run_1/port_trees.png
Drawn at 4 px/um.
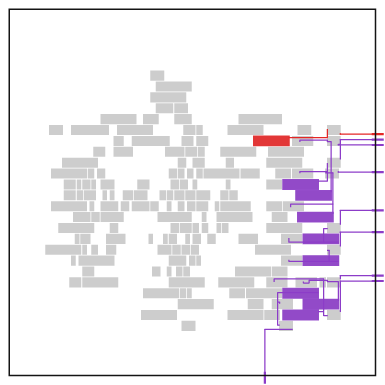
run_1/gates.png
Drawn at 4 px/um.
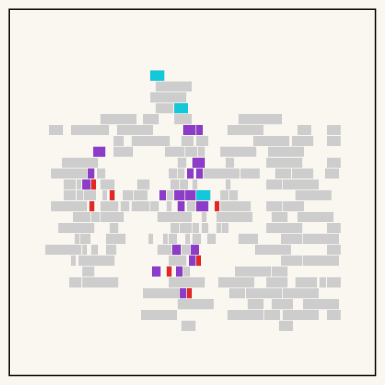
run_1/clock_wires.png
Drawn at 4 px/um.
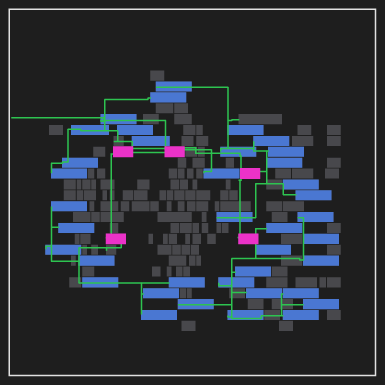
--- src/rtl/uart_rx.sv ---
// 8N1 UART receiver: 2-flop synchronizer, free-running oversample tick, mid-bit sampling FSM.
// Byte strobed ~N_TICKS/2+N_TICKS*(NB_DATA+1) ticks after start edge; no backpressure, every strobe must be consumed.
module uart_rx #(
  parameter int NB_DATA   = 8,
  parameter int CLK_FREQ  = 50000000,
  parameter int BAUD_RATE = 19200,
  parameter int N_TICKS   = 16
) (
  input  logic               i_clock,
  input  logic               i_reset,
  input  logic               i_rx,
  output logic [NB_DATA-1:0] o_rx_data,
  output logic               o_rx_done,
  output logic               o_frame_error,
  output logic               o_busy
);

  localparam int DIV_CALC = (CLK_FREQ + BAUD_RATE * N_TICKS / 2) / (BAUD_RATE * N_TICKS);
  localparam int DIV      = (DIV_CALC < 1) ? 1 : DIV_CALC;
  localparam int TW       = (DIV > 1) ? $clog2(DIV) : 1;
  localparam int SW       = $clog2(N_TICKS);
  localparam int NW       = (NB_DATA > 1) ? $clog2(NB_DATA) : 1;

  localparam logic [TW-1:0] TICK_LAST = TW'(DIV - 1);
  localparam logic [SW-1:0] S_MID     = SW'(N_TICKS / 2 - 1);
  localparam logic [SW-1:0] S_LAST    = SW'(N_TICKS - 1);
  localparam logic [NW-1:0] N_LAST    = NW'(NB_DATA - 1);

  typedef enum logic [2:0] {
    ST_IDLE,
    ST_START,
    ST_DATA,
    ST_STOP,
    ST_WAIT_IDLE
  } state_t;

  logic [TW-1:0]      r_tick_cnt;
  logic               w_tick;
  logic [1:0]         r_sync;
  logic               w_rx_s;

  state_t             r_state, w_state_nxt;
  logic [SW-1:0]      r_s, w_s_nxt;
  logic [NW-1:0]      r_n, w_n_nxt;
  logic [NB_DATA-1:0] r_shift, w_shift_nxt;
  logic [NB_DATA:0]   w_shift_cat;
  logic [NB_DATA-1:0] r_rx_data, w_rx_data_nxt;
  logic               r_rx_done, w_rx_done_nxt;
  logic               r_frame_error, w_frame_error_nxt;

  // Tick never rephases on the start edge; the FSM tolerates up to DIV-1 clocks of skew.
  assign w_tick = (r_tick_cnt == TICK_LAST);

  always_ff @(posedge i_clock or negedge i_reset) begin
    if (!i_reset) begin
      r_tick_cnt <= '0;
    end else if (w_tick) begin
      r_tick_cnt <= '0;
    end else begin
      r_tick_cnt <= r_tick_cnt + 1'b1;
    end
  end

  always_ff @(posedge i_clock or negedge i_reset) begin
    if (!i_reset) begin
      r_sync <= 2'b11;
    end else begin
      r_sync <= {r_sync[0], i_rx};
    end
  end

  assign w_rx_s      = r_sync[1];
  assign w_shift_cat = {w_rx_s, r_shift};

  always_ff @(posedge i_clock or negedge i_reset) begin
    if (!i_reset) begin
      r_state       <= ST_IDLE;
      r_s           <= '0;
      r_n           <= '0;
      r_shift       <= '0;
      r_rx_data     <= '0;
      r_rx_done     <= 1'b0;
      r_frame_error <= 1'b0;
    end else begin
      r_state       <= w_state_nxt;
      r_s           <= w_s_nxt;
      r_n           <= w_n_nxt;
      r_shift       <= w_shift_nxt;
      r_rx_data     <= w_rx_data_nxt;
      r_rx_done     <= w_rx_done_nxt;
      r_frame_error <= w_frame_error_nxt;
    end
  end

  always_comb begin
    w_state_nxt       = r_state;
    w_s_nxt           = r_s;
    w_n_nxt           = r_n;
    w_shift_nxt       = r_shift;
    w_rx_data_nxt     = r_rx_data;
    w_rx_done_nxt     = 1'b0;
    w_frame_error_nxt = 1'b0;

    case (r_state)
      ST_IDLE: begin
        if (!w_rx_s) begin
          w_state_nxt = ST_START;
          w_s_nxt     = '0;
        end
      end
      ST_START: begin
        if (w_tick) begin
          if (r_s == S_MID) begin
            if (!w_rx_s) begin
              w_state_nxt = ST_DATA;
              w_s_nxt     = '0;
              w_n_nxt     = '0;
            end else begin
              w_state_nxt = ST_IDLE;
            end
          end else begin
            w_s_nxt = r_s + 1'b1;
          end
        end
      end
      ST_DATA: begin
        if (w_tick) begin
          if (r_s == S_LAST) begin
            w_shift_nxt = w_shift_cat[NB_DATA:1];
            w_s_nxt     = '0;
            if (r_n == N_LAST) begin
              w_state_nxt = ST_STOP;
            end else begin
              w_n_nxt = r_n + 1'b1;
            end
          end else begin
            w_s_nxt = r_s + 1'b1;
          end
        end
      end
      ST_STOP: begin
        if (w_tick) begin
          if (r_s == S_LAST) begin
            w_s_nxt = '0;
            // Returning to IDLE at mid-stop lets a back-to-back start bit be caught.
            if (w_rx_s) begin
              w_rx_data_nxt = r_shift;
              w_rx_done_nxt = 1'b1;
              w_state_nxt   = ST_IDLE;
            end else begin
              w_frame_error_nxt = 1'b1;
              w_state_nxt       = ST_WAIT_IDLE;
            end
          end else begin
            w_s_nxt = r_s + 1'b1;
          end
        end
      end
      ST_WAIT_IDLE: begin
        if (w_rx_s) begin
          w_state_nxt = ST_IDLE;
        end
      end
      default: begin
        w_state_nxt = ST_IDLE;
      end
    endcase
  end

  assign o_rx_data     = r_rx_data;
  assign o_rx_done     = r_rx_done;
  assign o_frame_error = r_frame_error;
  assign o_busy        = (r_state != ST_IDLE);

endmodule

--- config.mk ---
export PLATFORM = sky130hd
export DESIGN_NAME = uart_rx
export DESIGN_NICKNAME = d
export VERILOG_FILES = /design/src/rtl/uart_rx.sv
export SDC_FILE = /design/constraint.sdc
export NUM_CORES = 1
export LEC_CHECK = 0
export CAP_MARGIN = 40
export CORE_MARGIN = 8
export CORE_UTILIZATION = 33
export DETAILED_ROUTE_END_ITERATION = 10
export PLACE_DENSITY = 0.57
export SLEW_MARGIN = 10
export SYNTH_ARGS = -nofsm -noshare
export SYNTH_HDL_FRONTEND = slang
export SYNTH_SLANG_ARGS = --single-unit
--- constraint.sdc ---
create_clock -name i_clock -period 3.3 [get_ports i_clock]
set_input_delay 0.495 -clock i_clock [delete_from_list [all_inputs] [get_ports i_clock]]
set_output_delay 0.495 -clock i_clock [all_outputs]
set_load 0.01 [all_outputs]
==> notes.md, run 1 <==
run results: outcome finished clean, combinational cell power 11.8 uW, Clock Pin Slew Worst Setup and Hold Paths around 80 ps, CP Cell Sequence or3_1 > clkdlybuf4s50_1, cell at the slowest stage of the critical path dfrtp_1, Switching Share 20.50%, Top area cell types dfrtp_1 (48%), mux2_4 (6.4%), mux2_2 (5.4%), initial antenna violation count 0, most frequent logic cell in the layout dfrtp_1, Final Power a little under 900 uW, hold_ws approximately 290 ps, most frequent logic cells in the routed design dfrtp_1 (36), clkdlybuf4s50_1 (12), nor2_1 (9), mux2_2 (9), mux2_4 (8), Hold Vio Cnt, Final 0, Worst Skew 4.906 ps, CP Class reg2out, pre-CTS WS ~1300 ps, max_cap viols 0, H-Tree Depth 2, Die W around 91 um, fin area around 2200 sq um, Cell Int Power 694.7 uW, crit path launch r_state[2], CP endpoint kind primary output, Max Fclk between 400 and 500 MHz, area leader, netlist dfrtp_1, met1 wire length ~1.5 mm, cts hold-fix bufs 0, adder share 3.351%, largest net degree at the start of global routing 39, clk_buf instances 5, clk cell area share between 5 and 6%, DRT Wirelength approximately 3.3 mm, Initial DRC Count 90, family with the most delay on the worst path flip-flops, die area 8319 sq um, Mux area share about an eighth, number of distinct library cells after synthesis 44, yosys xor share under 10%, ys flop type dfrtp_1, final period utilization between 60% and 70%, path depth of the worst reg2reg path 4, synth warn 0, clk buf depth 2, vias in the first global route 1238, EDFF count, synth 0, Seq/total area between 40 and 50%, Die H slightly above 90 um, Biggest consumer sequential cells, Mapped Avg Cell Area ~12 sq um, Late-Pin Clk Latency about 290 ps, Comb area share between 30% and 40%, fin util 39.39%, inverter count 7, yosys simple share between 10% and 20%, Buf/Inv on CP 1, CTS sink cnt 38, count of tool warnings 27, Core ar. roughly 5500 sq um, Critical Path AT between 1500 and 2000 ps, Worst slew margin between 40% and 50%, met2 wire length 1.585 mm, Logic area about 850 sq um, Max FO, Critical Path 12, CTS Buf Count 5, post-CTS setup buffers 0, Post-synth ARST share 100.0%, worst flop-to-flop path endpoint o_rx_data[1], Worst setup SP type flop, Power Clock 393 uW, placed insts approximately 230, comb area leader simple AND/OR/NAND/NOR gates, RSZ-0062 raised after global routing false, GRT Overall Usage 8.428%, grt met2 use 13.60%, via count ~1200, Critical Path End o_busy, ant diodes 0, gr busiest metal met2, Placed Area 2042 sq um, Largest cell class flip-flops and latches, R2R Path Start r_tick_cnt[3], critical path depth 2, via-per-instance ratio around 5.2, fp util between 30% and 40%, Final #Nets roughly 180, Crit path largest cell delay 510 ps, peak supply drop 0.2197 mV, Pwr Density 405.3 nW/um^2, Highest Signal Layer met4, Syn Inst Count between 150 and 200, GP Congestion 0.7944, tapcells inserted just over 70, Chip Area, Yosys between 1500 and 2000 sq um, sequential cell area approximately 950 sq um, HPWL reported at the end of detailed placement 2.465 mm, drt wl/cell 13.68 um, Slew Limit Fails 0, setup violators final 0, P_sw 179.1 uW, Reg power frac between 50% and 60%, global-route wire length before repair 5.754 mm, row cnt 27, Comb pwr share under 10%, Worst EP required approximately 2800 ps, HP Class in2async, CTS tree done, sequential logic power between 400 and 500 uW, antenna violation net count after detailed routing 0, Synth Cell Area between 1500 and 2000 sq um, fill cell count 539, Synth flops 38, Non-CTS buffers 13, Max-area cell share 48.26%, top post-synthesis cells by count dfrtp_1 (36), mux2_2 (9), nor2_1 (9), mux2_4 (8), total global routing overflow 0, met3 Resource Use GR under 10%, R2R setup slack roughly 1300 ps, M1 GR Usage under 10%, multi-input gates roughly 100, layout cells sized above 1 between 20% and 30%
-- port_trees.png (at the start) --
Key: purple = `o_rx_data` [bits 8, direction output, end cells 8, buffers 8, wire 248 um]; red = `o_frame_error` [bits 1, direction output, end cells 1, buffers 1, wire 19.9 um]
I/O Buffers: 13
io pins: 14

-- gates.png (at the start) --
Key: purple = aoi and oai cells [cells 19, most used o21ai_0, where centre]; cyan = non-inverting ao/oa cells [cells 3, most used a22o_2]; red = inv cells [cells 7, most used inv_1, where centre]

-- clock_wires.png (at the start) --
Key: blue = flip-flops [count 38]; green = clock wires [length 487 um]; magenta = clock-net drivers [count 5]
There are 6 routed clock nets.

==> inputs of run 2 (changes only) <==
--- a/config.mk
+++ b/config.mk
@@ -9,7 +9,7 @@
 export CORE_MARGIN = 8
 export CORE_UTILIZATION = 33
 export DETAILED_ROUTE_END_ITERATION = 10
-export PLACE_DENSITY = 0.57
+export PLACE_DENSITY = 0.59
 export SLEW_MARGIN = 10
 export SYNTH_ARGS = -nofsm -noshare
 export SYNTH_HDL_FRONTEND = slang
==> constraint.sdc (replaced) <==
create_clock -name i_clock -period 1.9 [get_ports i_clock]
set_input_delay 0.285 -clock i_clock [delete_from_list [all_inputs] [get_ports i_clock]]
set_output_delay 0.285 -clock i_clock [all_outputs]
set_load 0.01 [all_outputs]
run_2/gates.png
Drawn at 4 px/um.
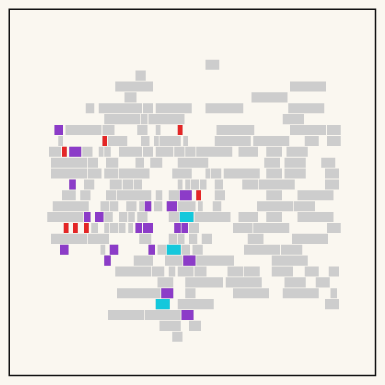
Key: red = inv cells [cells 7, most used inv_1, where west]; cyan = non-inverting ao/oa cells [cells 3, most used a22o_2]; purple = aoi and oai cells [cells 19, most used o21ai_0]

run_2/port_trees.png
Drawn at 4 px/um.
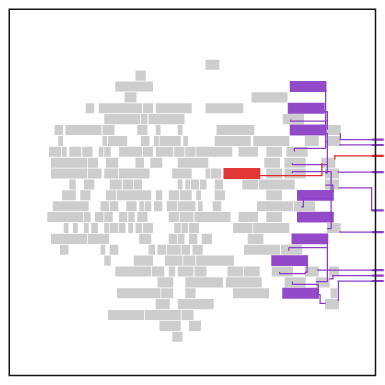
Key: purple = `o_rx_data` [bits 8, direction output, end cells 8, buffers 8, wire 231 um]; red = `o_frame_error` [bits 1, direction output, end cells 1, buffers 1, wire 29.0 um]

==> run 2 against run 1 <==
Compared with the run above: hold slack got worse by 250 ps; synthesized area did not move; critical path depth increased by 3; final cell count up 9.5%; critical endpoint is now o_rx_data[1].
==> notes.md, run 2 <==
run results: outcome finished clean, clk cell area share 5.962% (+0.68 points), max_cap viols 0 (unchanged), area leader, netlist dfrtp_1, fill cell count 531 (-1.5%), hold_ws 38.76 ps (-251.8 ps), Die H 91.21 um (unchanged), Cell Int Power 1378 uW (+98%), cell at the slowest stage of the critical path dfrtp_2, placed insts 251 (+7.7%), critical path depth 5 (+3), global-route wire length before repair 6.644 mm (+15%), Clock Pin Slew Worst Setup and Hold Paths 80 ps (about the same), cts hold-fix bufs 0 (unchanged), met2 wire length 1.801 mm (+14%), Worst setup SP type flop, Syn Inst Count 154 (unchanged), sequential cell area 957.2 sq um (+0.39%), via-per-instance ratio 5.061 (-2.0%), Mapped Avg Cell Area 12.12 sq um (unchanged), CP endpoint kind flop, worst flop-to-flop path endpoint o_rx_data[1], layout cells sized above 1 36.46% (+13 points), Chip Area, Yosys 1867 sq um (unchanged), path depth of the worst reg2reg path 5 (+1), Critical Path End o_rx_data[1], most frequent logic cell in the layout dfrtp_1, met3 Resource Use GR 3.374% (+0.16 points), Initial DRC Count 52 (-42%), fin area 2392 sq um (+11%), EDFF count, synth 0 (unchanged), M1 GR Usage 11.64% (+1.9 points), drt wl/cell 14.35 um (+4.9%), Largest cell class flip-flops and latches, R2R Path Start r_tick_cnt[3], Switching Share 18.65% (-1.8 points), Hold Vio Cnt, Final 0 (unchanged), CP Cell Sequence nor3_4 > nand4_4 > or3_1 > buf_6 > mux2_4, Power Clock 856 uW (+120%), Worst EP required 2080 ps (-720 ps), Final Power 1694 uW (+94%), Core ar. 5473 sq um (unchanged), clk_buf instances 6 (+1), I/O Buffers 13 (unchanged), largest net degree at the start of global routing 39 (unchanged), Max Fclk ~550 MHz, Synth flops 38 (unchanged), tapcells inserted 72 (unchanged), Critical Path AT 1990 ps (+230 ps), grt met2 use 15.36% (+1.8 points), setup violators final 0 (unchanged), HPWL reported at the end of detailed placement 2.757 mm (+12%), Max FO, Critical Path 8 (-4), RSZ-0062 raised after global routing false, Placed Area 2177 sq um (+6.6%), comb area leader simple AND/OR/NAND/NOR gates, Logic area 875.8 sq um (+3.4%), CTS Buf Count 5 (unchanged), count of tool warnings 27 (unchanged), yosys simple share 17.76% (unchanged), Synth Cell Area 1867 sq um (unchanged), Highest Signal Layer met4
Power and IR drop assume default switching activity.
